Figure 1. Floorplan with the power grid (run 1).
Pins as bars on the die edge. Tap cells in gray.
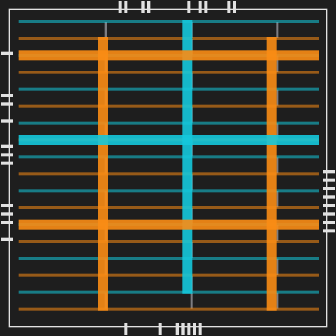
Figure 2. Cell classes on the final placement (run 1).
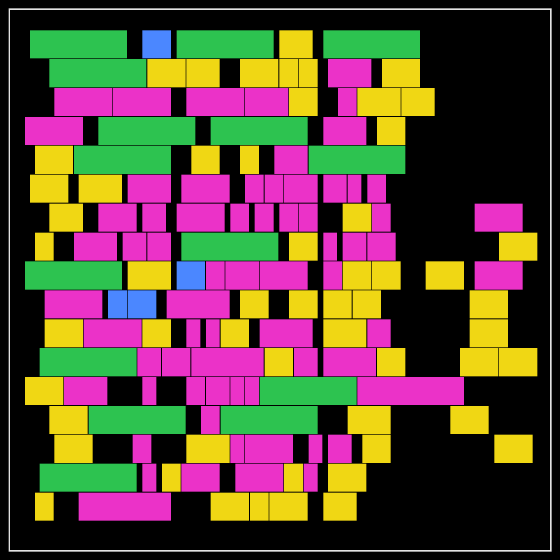
Figure 3. Routed clock nets over the placement (run 1).
Scale bar: 20 um.
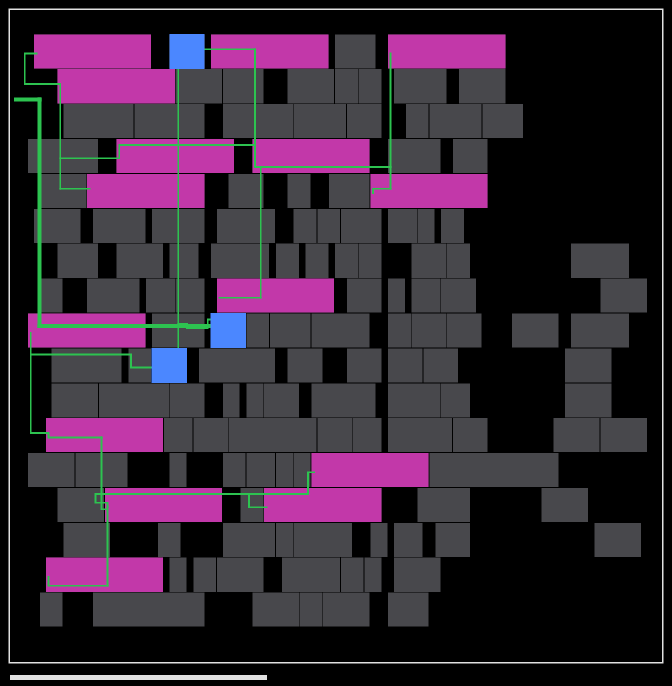
**src/rtl/patp_ctrl.sv**
```systemverilog
// PATP fetch/decode/execute control sequencer.
// Owns PC and IR, runs the request/ack handshake to the unified program/data
// memory, and steers the external D0 accumulator (ALU op select + load strobe).
module patp_ctrl #(
  parameter int ADDR_W = 5,
  parameter int DATA_W = 8
) (
  input  logic              clk,
  input  logic              rst,
  output logic              mem_req,
  output logic              mem_we,
  output logic [ADDR_W-1:0] mem_addr,
  input  logic              mem_ack,
  input  logic [DATA_W-1:0] mem_rdata,
  input  logic [DATA_W-1:0] d0_q,
  output logic [1:0]        alu_op,
  output logic              d0_we,
  output logic [ADDR_W-1:0] pc,
  output logic              halted
);

  typedef enum logic [1:0] {
    ST_FETCH  = 2'd0,
    ST_DECODE = 2'd1,
    ST_EXEC   = 2'd2,
    ST_HALT   = 2'd3
  } state_t;

  localparam logic [2:0] OP_LOAD  = 3'd0;
  localparam logic [2:0] OP_STORE = 3'd1;
  localparam logic [2:0] OP_ADD   = 3'd2;
  localparam logic [2:0] OP_SUB   = 3'd3;
  localparam logic [2:0] OP_JMP   = 3'd4;
  localparam logic [2:0] OP_JZ    = 3'd5;
  localparam logic [2:0] OP_NOP   = 3'd6;
  localparam logic [2:0] OP_HALT  = 3'd7;

  state_t              state_r, state_nxt_s;
  logic [ADDR_W-1:0]   pc_r, pc_nxt_s;
  logic [DATA_W-1:0]   ir_r, ir_nxt_s;
  logic [2:0]          op_s;
  logic [ADDR_W-1:0]   opnd_s;
  logic                req_s, we_s, dwe_s, halted_s;
  logic [ADDR_W-1:0]   addr_s;
  logic [1:0]          alu_op_s;

  assign op_s   = ir_r[DATA_W-1 -: 3];
  assign opnd_s = ir_r[ADDR_W-1:0];

  // State, program counter and instruction register.
  always_ff @(posedge clk or posedge rst) begin
    if (rst) begin
      state_r <= ST_FETCH;
      pc_r    <= {ADDR_W{1'b0}};
      ir_r    <= {DATA_W{1'b0}};
    end else begin
      state_r <= state_nxt_s;
      pc_r    <= pc_nxt_s;
      ir_r    <= ir_nxt_s;
    end
  end

  // Next-state, PC/IR update and handshake/ALU control per state.
  always_comb begin
    state_nxt_s = state_r;
    pc_nxt_s    = pc_r;
    ir_nxt_s    = ir_r;
    req_s       = 1'b0;
    we_s        = 1'b0;
    addr_s      = pc_r;
    alu_op_s    = 2'b00;
    dwe_s       = 1'b0;
    halted_s    = 1'b0;
    case (state_r)
      ST_FETCH: begin
        req_s  = 1'b1;
        addr_s = pc_r;
        if (mem_ack) begin
          ir_nxt_s    = mem_rdata;
          pc_nxt_s    = pc_r + {{(ADDR_W-1){1'b0}}, 1'b1};
          state_nxt_s = ST_DECODE;
        end else begin
          state_nxt_s = ST_FETCH;
        end
      end
      ST_DECODE: begin
        case (op_s)
          OP_LOAD, OP_STORE, OP_ADD, OP_SUB: state_nxt_s = ST_EXEC;
          OP_JMP: begin
            pc_nxt_s    = opnd_s;
            state_nxt_s = ST_FETCH;
          end
          OP_JZ: begin
            if (d0_q == {DATA_W{1'b0}}) begin
              pc_nxt_s = opnd_s;
            end else begin
              pc_nxt_s = pc_r;
            end
            state_nxt_s = ST_FETCH;
          end
          OP_NOP:  state_nxt_s = ST_FETCH;
          OP_HALT: state_nxt_s = ST_HALT;
          default: state_nxt_s = ST_FETCH;
        endcase
      end
      ST_EXEC: begin
        req_s  = 1'b1;
        addr_s = opnd_s;
        we_s   = (op_s == OP_STORE);
        case (op_s)
          OP_LOAD: alu_op_s = 2'b00;
          OP_ADD:  alu_op_s = 2'b01;
          OP_SUB:  alu_op_s = 2'b10;
          default: alu_op_s = 2'b00;
        endcase
        dwe_s = mem_ack & ((op_s == OP_LOAD) | (op_s == OP_ADD) | (op_s == OP_SUB));
        if (mem_ack) begin
          state_nxt_s = ST_FETCH;
        end else begin
          state_nxt_s = ST_EXEC;
        end
      end
      ST_HALT: begin
        halted_s    = 1'b1;
        state_nxt_s = ST_HALT;
      end
      default: state_nxt_s = ST_FETCH;
    endcase
  end

  // Request, write and D0 strobes are cut by rst so nothing completes after it rises.
  assign mem_req  = req_s & ~rst;
  assign mem_we   = we_s & ~rst;
  assign d0_we    = dwe_s & ~rst;
  assign halted   = halted_s & ~rst;
  assign mem_addr = addr_s;
  assign alu_op   = alu_op_s;
  assign pc       = pc_r;

endmodule

```
**config.mk**
```make
export PLATFORM = sky130hd
export DESIGN_NAME = patp_ctrl
export DESIGN_NICKNAME = d
export VERILOG_FILES = /design/src/rtl/patp_ctrl.sv
export SDC_FILE = /design/constraint.sdc
export NUM_CORES = 1
export LEC_CHECK = 0
export CAP_MARGIN = 20
export CORE_UTILIZATION = 38
export CTS_CLUSTER_SIZE = 20
export DETAILED_ROUTE_END_ITERATION = 6
export HOLD_SLACK_MARGIN = 0.06
export PLACE_DENSITY = 0.74
export SYNTH_ARGS = -nofsm -noshare
export SYNTH_HDL_FRONTEND = slang
export SYNTH_SLANG_ARGS = --single-unit
export TNS_END_PERCENT = 10
```
**constraint.sdc**
```tcl
create_clock -name clk -period 1.4 [get_ports clk]
set_input_delay 0.14 -clock clk [delete_from_list [all_inputs] [get_ports clk]]
set_output_delay 0.14 -clock clk [all_outputs]
set_load 0.005 [all_outputs]
```
==> impl_metrics.yaml, run 1 <==
# implementation run metrics
layout:
  final_core_utilization_pct: 67.34
  register_area_um2: 375.4
  design_area_um2: 1504
  count_of_sequential_standard_cells: 15
  comb_area_share_pct: 38.27
  filler_cell_count: 186
  inverters_excl_clock: 5
  number_of_flip_flops_under_the_largest_register_name: 8
  largest_register: "ir_r"
  lay_top_cells: "sky130_fd_sc_hd__clkdlybuf4s50_1 (19), sky130_fd_sc_hd__buf_4 (16), sky130_fd_sc_hd__dfrtp_1 (15)"
  clockNetworkAreaShare_pct: 1.830
  num_antenna_cells: 0
  drive_above_1_share_pct: 43.26
  area_growth_pct: 66.02
critical_path:
  cpPeakStageDelay_ns: 0.43
  timing.critical_path.max_delay_family: "flip-flops"
  cp_slowest_cell: "sky130_fd_sc_hd__dfrtp_1"
  r2r-start: "ir_r[5]"
  worstSetupStartpoint: "state_r[1]"
  worstSetupPathType: "reg2out"
  reg2reg_slack_ns: -0.17
  timing.critical_path.to: "mem_addr[2]"
  path_depth: 5
  cp-start-kind: "flop"
  timing.critical_path.cells: "nand2b_4 > buf_6 > buf_6 > mux2_2 > buf_2"
  crit_path_max_fanout: 4
  cp.required_ns: 1.26
  timing.critical_path.arrival_ns: 1.46
  buffers_and_inverters_on_the_worst_path: 3
  crit_path_end_kind: "output pin"
route:
  met2_wirelength_mm: 1.220
  dr.pass1.iters: 5
  detailroute.via_count: 863
  drt.antenna.violating_nets: 0
  route.layer.met1.wl_mm: 1.107
  sum_of_met3_wire_segment_lengths_after_detailed_routing_um: 83
  top_layer_used: "met4"
synthesis:
  synthAdderAreaFrac_pct: 1.381
  yosys.area_share.xor_xnor_pct: 0
  netlist_logic_family_top: "simple AND/OR/NAND/NOR gates"
  synth-warning-count: 0
  synth.top_cell.area_share_pct: 41.44
  ys_cells: 86
  most_common_cell: "sky130_fd_sc_hd__dfrtp_1"
  ys_top_cells_by_area: "sky130_fd_sc_hd__dfrtp_1 (41%), sky130_fd_sc_hd__mux2_2 (15%), sky130_fd_sc_hd__a2111oi_4 (3.0%), sky130_fd_sc_hd__nor4_2 (2.8%), sky130_fd_sc_hd__nor3_1 (2.2%)"
  synth_area_per_cell_um2: 10.53
  synth_nets: 106
  yosys.area_share.simple_pct: 20.30
  synth.cells.most_frequent: "sky130_fd_sc_hd__dfrtp_1 (15), sky130_fd_sc_hd__mux2_2 (12), sky130_fd_sc_hd__inv_1 (5), sky130_fd_sc_hd__nor3_1 (4), sky130_fd_sc_hd__o21ai_0 (4)"
  synth.yosys.seq_area_share_pct: 41.44
  fraction_of_registers_with_async_set_or_reset_after_synthesis_pct: 100.0
  yosys_most_used_dff: "sky130_fd_sc_hd__dfrtp_1"
  synthDominantAreaCellType: "sky130_fd_sc_hd__dfrtp_1"
  syn-instance-count: 86
  postSynthRegisterBits: 15
placed_design:
  detailed_place.area_um2: 1388
  place.detailed.instances: 161
clock_network:
  ctsHtreeMaxLevel: 1
  clock-root-buffer: "sky130_fd_sc_hd__clkbuf_4"
  postCtsSetupBuffers: 1
  clk_transition_reported_paths_ns: 0.10
  cts_hold_repair.buffers: 0
  numCtsBuffers: 3
status:
  outcome: "complete, but fails checks"
  violated_checks: "setup timing"
floorplan:
  fp_util_pct: 40.56
  die_y_um: 50.83
  design.portCount: 35
  std_cell_rows: 17
  fp.coreArea_um2: 2233
timing:
  tightest_slew_ns: 0.4008
  endpoints_failing_setup: 20
  report.final.slew_viol_count: 0
  timing.setup.tns_ns: -2.091
  finalHoldViolations: 0
  finalWorstSetupSlack_ns: -0.2047
  timing.hold.ws_ns: 0.2910
  skew_ns: 0.003940
power_and_ir_drop:
  worst_ir_drop_vdd_mv: 1.246
  p_sw_mw: 1.221
  sw_frac_of_total_pct: 38.77
  p_total_mw: 3.149
  power_leader: "combinational cells"
  power.combinational.fraction_pct: 64.1
  p_int_mw: 1.928
  seqPwrFrac_pct: 27.7
flow_run:
  warnings: 28
  max_cap_violations: 0
hold_path:
  timing.hold.worst.class: "in2async"
grt:
  use_met1_pct: 25.85
  antenna_found_initial: 0
  gr-usage-all-layers_pct: 19.89
  grt.met3_usage_pct: 2.976
## Picture notes: Figure 1
Orange stands for VSS. Cyan stands for VDD.
The core has 17 rows. 28 tap cells. 35 signal pins sit on the boundary. 3 straps on met4. 3 straps on met5.

## Picture notes: Figure 2
Green stands for flops, cells 15, share of their area 26%. Blue stands for clock drivers and dummy loads, cells 4, share of their area 1.9%. Yellow stands for other buffers and delay cells, cells 55, share of their area 32%. Magenta stands for all other logic, cells 67, share of their area 40%.

## Picture notes: Figure 3
Blue stands for cells driving clock nets, count 3. Magenta stands for flip-flops, count 15. Green stands for clock wires, length 213 um.
There are 4 routed clock nets.

==> inputs of run 2 (changes only) <==
--- a/config.mk
+++ b/config.mk
@@ -9,7 +9,6 @@
 export CORE_UTILIZATION = 38
 export CTS_CLUSTER_SIZE = 20
 export DETAILED_ROUTE_END_ITERATION = 6
-export HOLD_SLACK_MARGIN = 0.06
 export PLACE_DENSITY = 0.74
 export SYNTH_ARGS = -nofsm -noshare
 export SYNTH_HDL_FRONTEND = slang
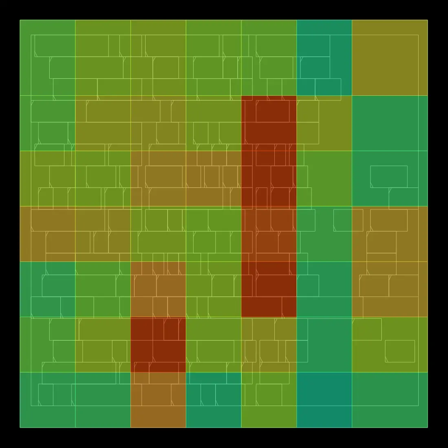
Figure 4: run 2, routing congestion map.
total routing resource utilization after global routing: 19.89%
met2 Resource Use GR: 32.89%
met3 capacity usage during global routing: 2.976%
wire length per cell after detailed routing: 14.37 um

==> run 2 against run 1 <==
The flow still finishes with violations (setup timing). Clock skew stayed put. Sequential power hardly changed. Worst hold slack did not move. Final area did not move. Via count stayed put. Critical endpoint unchanged. Non-clock buffer count did not move. Count of clock-buffer cells in the layout is the same. Final cell count unchanged.
==> impl_metrics.yaml, run 2 <==
# implementation run metrics
floorplan:
  die_width_um: 50.83
  fp.coreArea_um2: 2233
  die_y_um: 50.83
  fp_util_pct: 40.56
  std_cell_rows: 17
  tap-cell-count: 28
  design.portCount: 35
synthesis:
  yosys.area_share.aoi_pct: 16.44
  netlist_logic_family_top: "simple AND/OR/NAND/NOR gates"
  yosys_most_used_dff: "sky130_fd_sc_hd__dfrtp_1"
  synth-warning-count: 0
  yosys.stat.chipArea_um2: 905.9
  count_of_flip_flops_with_a_built_in_enable_after_synthesis: 0
  fraction_of_registers_with_async_set_or_reset_after_synthesis_pct: 100.0
  syn_area_um2: 905.9
  yosys.area_share.xor_xnor_pct: 0
  synth_area_per_cell_um2: 10.53
  mux_area_share_pct: 16.02
  postSynthRegisterBits: 15
  yosys.area_share.simple_pct: 20.30
  ys_top_cells_by_area: "sky130_fd_sc_hd__dfrtp_1 (41%), sky130_fd_sc_hd__mux2_2 (15%), sky130_fd_sc_hd__a2111oi_4 (3.0%), sky130_fd_sc_hd__nor4_2 (2.8%), sky130_fd_sc_hd__nor3_1 (2.2%)"
  synth.top_cell.area_share_pct: 41.44
  synth.cells.most_frequent: "sky130_fd_sc_hd__dfrtp_1 (15), sky130_fd_sc_hd__mux2_2 (12), sky130_fd_sc_hd__inv_1 (5), sky130_fd_sc_hd__nor3_1 (4), sky130_fd_sc_hd__o21ai_0 (4)"
  most_common_cell: "sky130_fd_sc_hd__dfrtp_1"
  synth_nets: 106
  synthDominantAreaCellType: "sky130_fd_sc_hd__dfrtp_1"
  ys_cells: 86
  syn-instance-count: 86
  synthAdderAreaFrac_pct: 1.381
  synth.yosys.seq_area_share_pct: 41.44
layout:
  filler_cell_count: 186
  final_common_cell: "sky130_fd_sc_hd__clkdlybuf4s50_1"
  register_area_um2: 375.4
  dominant_cells: "multi-input combinational cells"
  count_of_sequential_standard_cells: 15
  number_of_flip_flops_under_the_largest_register_name: 8
  area_growth_pct: 66.02
  inverters_excl_clock: 5
  seq_area_share_pct: 24.96
  lay_top_cells: "sky130_fd_sc_hd__clkdlybuf4s50_1 (19), sky130_fd_sc_hd__buf_4 (16), sky130_fd_sc_hd__dfrtp_1 (15)"
  largest_register: "ir_r"
  num_antenna_cells: 0
  fin_cells: 169
  buffers_excl_clock: 55
  design_area_um2: 1504
  clockNetworkAreaShare_pct: 1.830
  comb_area_share_pct: 38.27
  final_core_utilization_pct: 67.34
  drive_above_1_share_pct: 43.26
  num-nets-final: 162
power_and_ir_drop:
  worst_ir_drop_vdd_mv: 1.246
  p_int_mw: 1.928
  power.density_nw_per_um2: 2094
  p_total_mw: 3.149
  sw_frac_of_total_pct: 38.77
  p_sw_mw: 1.221
  power.combinational.fraction_pct: 64.1
  power_leader: "combinational cells"
  seqPwrFrac_pct: 27.7
  power.leakage_nw: 0.6706
critical_path:
  r2r-start: "ir_r[5]"
  reg2reg_slack_ns: -0.17
  timing.critical_path.arrival_ns: 1.46
  path_depth: 5
  worstSetupPathType: "reg2out"
  timing.critical_path.max_delay_family: "flip-flops"
  worstSetupStartpoint: "state_r[1]"
  crit_path_max_fanout: 4
  cp-start-kind: "flop"
  cp_slowest_cell: "sky130_fd_sc_hd__dfrtp_1"
  reg2reg_depth: 5
  cp.required_ns: 1.26
  timing.critical_path.to: "mem_addr[2]"
  cpPeakStageDelay_ns: 0.43
  timing.critical_path.cells: "nand2b_4 > buf_6 > buf_6 > mux2_2 > buf_2"
  crit_path_end_kind: "output pin"
  buffers_and_inverters_on_the_worst_path: 3
timing:
  finalWorstSetupSlack_ns: -0.2047
  slew_headroom_pct: 73.28
  endpoints_failing_setup: 20
  fraction_of_the_cycle_the_final_worst_path_needs_pct: 114.6
  skew_ns: 0.003940
  report.final.slew_viol_count: 0
  timing.hold.ws_ns: 0.2910
  max_freq_mhz: 623.2
  finalHoldViolations: 0
  tightest_slew_ns: 0.4008
  timing.setup.tns_ns: -2.091
hold_path:
  timing.hold.worst.class: "in2async"
clock_network:
  clk_transition_reported_paths_ns: 0.10
  cts_tree: "yes"
  numCtsBuffers: 3
  ctsHtreeMaxLevel: 1
  cts-resized-gates: 51
  clock-root-buffer: "sky130_fd_sc_hd__clkbuf_4"
  postCtsSetupBuffers: 1
  clk_path_buf_depth: 2
  cts_hold_repair.buffers: 0
grt:
  number_of_global_route_vias_before_repair: 818
  antenna_found_initial: 0
  grt_pass1_wl_mm: 3.774
  use_met1_pct: 25.85
flow_run:
  warnings: 28
  max_cap_violations: 0
route:
  sum_of_met3_wire_segment_lengths_after_detailed_routing_um: 83
  dr.pass1.iters: 5
  met2_wirelength_mm: 1.220
  route.layer.met1.wl_mm: 1.107
  post_drt_via_cell_ratio: 5.107
  first_iter_violations: 17
  finalWirelength_mm: 2.429
  drt.antenna.violating_nets: 0
  top_layer_used: "met4"
  detailroute.via_count: 863
placed_design:
  port_buffers: 34
  place.detailed.instances: 161
  detailed_place.area_um2: 1388
status:
  outcome: "complete, but fails checks"
  violated_checks: "setup timing"
Figure 5. Wiring by layer (run 2).
Scale bar: 20 um.
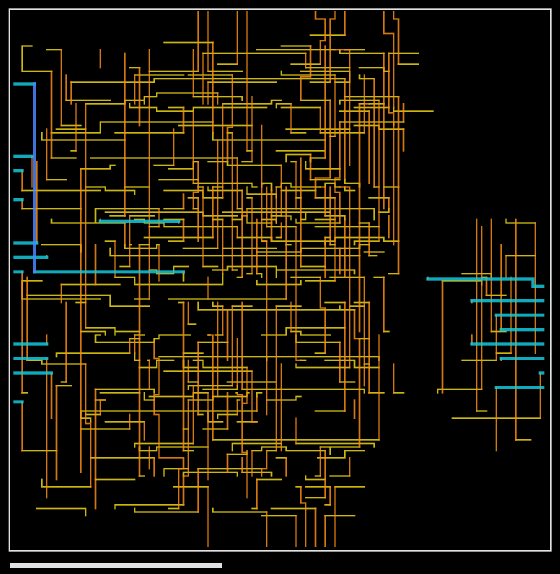

==> inputs of run 3 (changes only) <==
--- a/config.mk
+++ b/config.mk
@@ -10,6 +10,7 @@
 export CTS_CLUSTER_SIZE = 20
 export DETAILED_ROUTE_END_ITERATION = 6
 export PLACE_DENSITY = 0.74
+export SETUP_SLACK_MARGIN = 0.05
 export SYNTH_ARGS = -nofsm -noshare
 export SYNTH_HDL_FRONTEND = slang
 export SYNTH_SLANG_ARGS = --single-unit
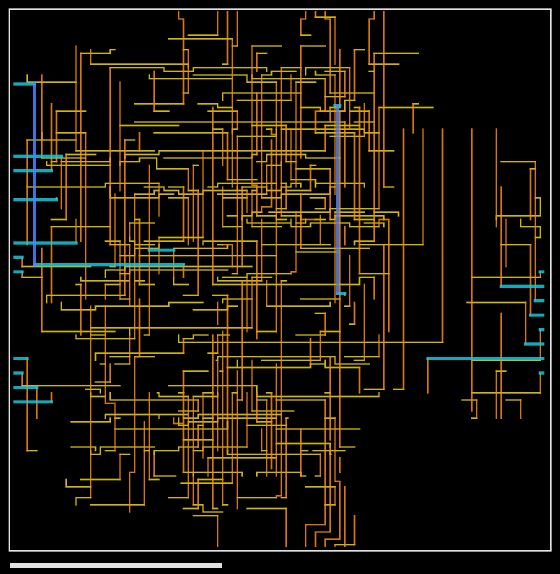
Figure 6: run 3, wiring by layer.
Scale bar: 20 um.
Blue stands for met4, wire length 34.7 um. Yellow stands for met1, wire length 1,050 um. Cyan stands for met3, wire length 64.2 um. Orange stands for met2, wire length 1,290 um.

==> run 3 against run 2 <==
Sequential power shrank 0.9%. Synthesized area is the same. Combinational power shrank 5%. Final cell count shrank 1.8%. The run still ends with setup timing left. Worst hold slack lost 0.016 ns. Sequential cell count is the same. Routed wire length grew 0.54%. Clock power shrank 5%. Critical path depth is the same. Non-clock buffer count shrank 3. Synthesized cell count is the same. Register-to-register slack gained 0.04 ns. Largest power group unchanged.
==> impl_metrics.yaml, run 3 <==
# implementation run metrics
clock_network:
  numCtsBuffers: 3
  clk_transition_reported_paths_ns: 0.10
  clk_path_buf_depth: 2
  cts_hold_repair.buffers: 0
  cts_tree: "yes"
  ctsHtreeMaxLevel: 1
  postCtsSetupBuffers: 2
  cts-resized-gates: 52
critical_path:
  reg2reg_depth: 6
  crit_path_end_kind: "output pin"
  timing.critical_path.max_delay_family: "flip-flops"
  cp.required_ns: 1.26
  path_depth: 5
  cp-start-kind: "flop"
  timing.critical_path.arrival_ns: 1.45
  reg2reg_slack_ns: -0.13
timing:
  endpoints_failing_setup: 12
  finalWorstSetupSlack_ns: -0.1872
  skew_ns: 0.009073
  max_freq_mhz: 630.0
  report.final.slew_viol_count: 0
power_and_ir_drop:
  power_leader: "combinational cells"
  power.combinational.fraction_pct: 63.2
  worst_ir_drop_vdd_mv: 1.491
flow_run:
  warnings: 29
synthesis:
  yosys_most_used_dff: "sky130_fd_sc_hd__dfrtp_1"
  syn-instance-count: 86
  synth.yosys.seq_area_share_pct: 41.44
  synthAdderAreaFrac_pct: 1.381
  fraction_of_registers_with_async_set_or_reset_after_synthesis_pct: 100.0
  synth_nets: 106
  yosys.area_share.aoi_pct: 16.44
  synth.cells.most_frequent: "sky130_fd_sc_hd__dfrtp_1 (15), sky130_fd_sc_hd__mux2_2 (12), sky130_fd_sc_hd__inv_1 (5), sky130_fd_sc_hd__nor3_1 (4), sky130_fd_sc_hd__o21ai_0 (4)"
  yosys.area_share.xor_xnor_pct: 0
  netlist_logic_family_top: "simple AND/OR/NAND/NOR gates"
  synth.top_cell.area_share_pct: 41.44
layout:
  filler_cell_count: 182
  inverters_excl_clock: 5
  final_core_utilization_pct: 65.10
  number_of_flip_flops_under_the_largest_register_name: 8
  count_of_sequential_standard_cells: 15
  seq_area_share_pct: 25.82
  area_growth_pct: 60.50
  fin_cells: 166
  register_area_um2: 375.4
  largest_register: "ir_r"
  dominant_cells: "multi-input combinational cells"
  final_common_cell: "sky130_fd_sc_hd__clkdlybuf4s50_1"
status:
  outcome: "complete, but fails checks"
  violated_checks: "setup timing"
route:
  route.layer.met1.wl_mm: 1.052
  top_layer_used: "met4"
  drt.antenna.violating_nets: 0
  finalWirelength_mm: 2.442
  detail_route.wl_per_cell_um: 14.71
  first_iter_violations: 4
  sum_of_met3_wire_segment_lengths_after_detailed_routing_um: 64
  post_drt_via_cell_ratio: 5.199
  met2_wirelength_mm: 1.290
grt:
  grt_pass1_wl_mm: 3.746
  antenna_found_initial: 0
  number_of_global_route_vias_before_repair: 866
placed_design:
  place.detailed.instances: 160
  port_buffers: 34
floorplan:
  std_cell_rows: 17
  die_width_um: 50.83
  fp_util_pct: 40.56
hold_path:
  timing.hold.worst.class: "in2async"
Power figures rest on the tool's default switching activity, not on a simulated workload.
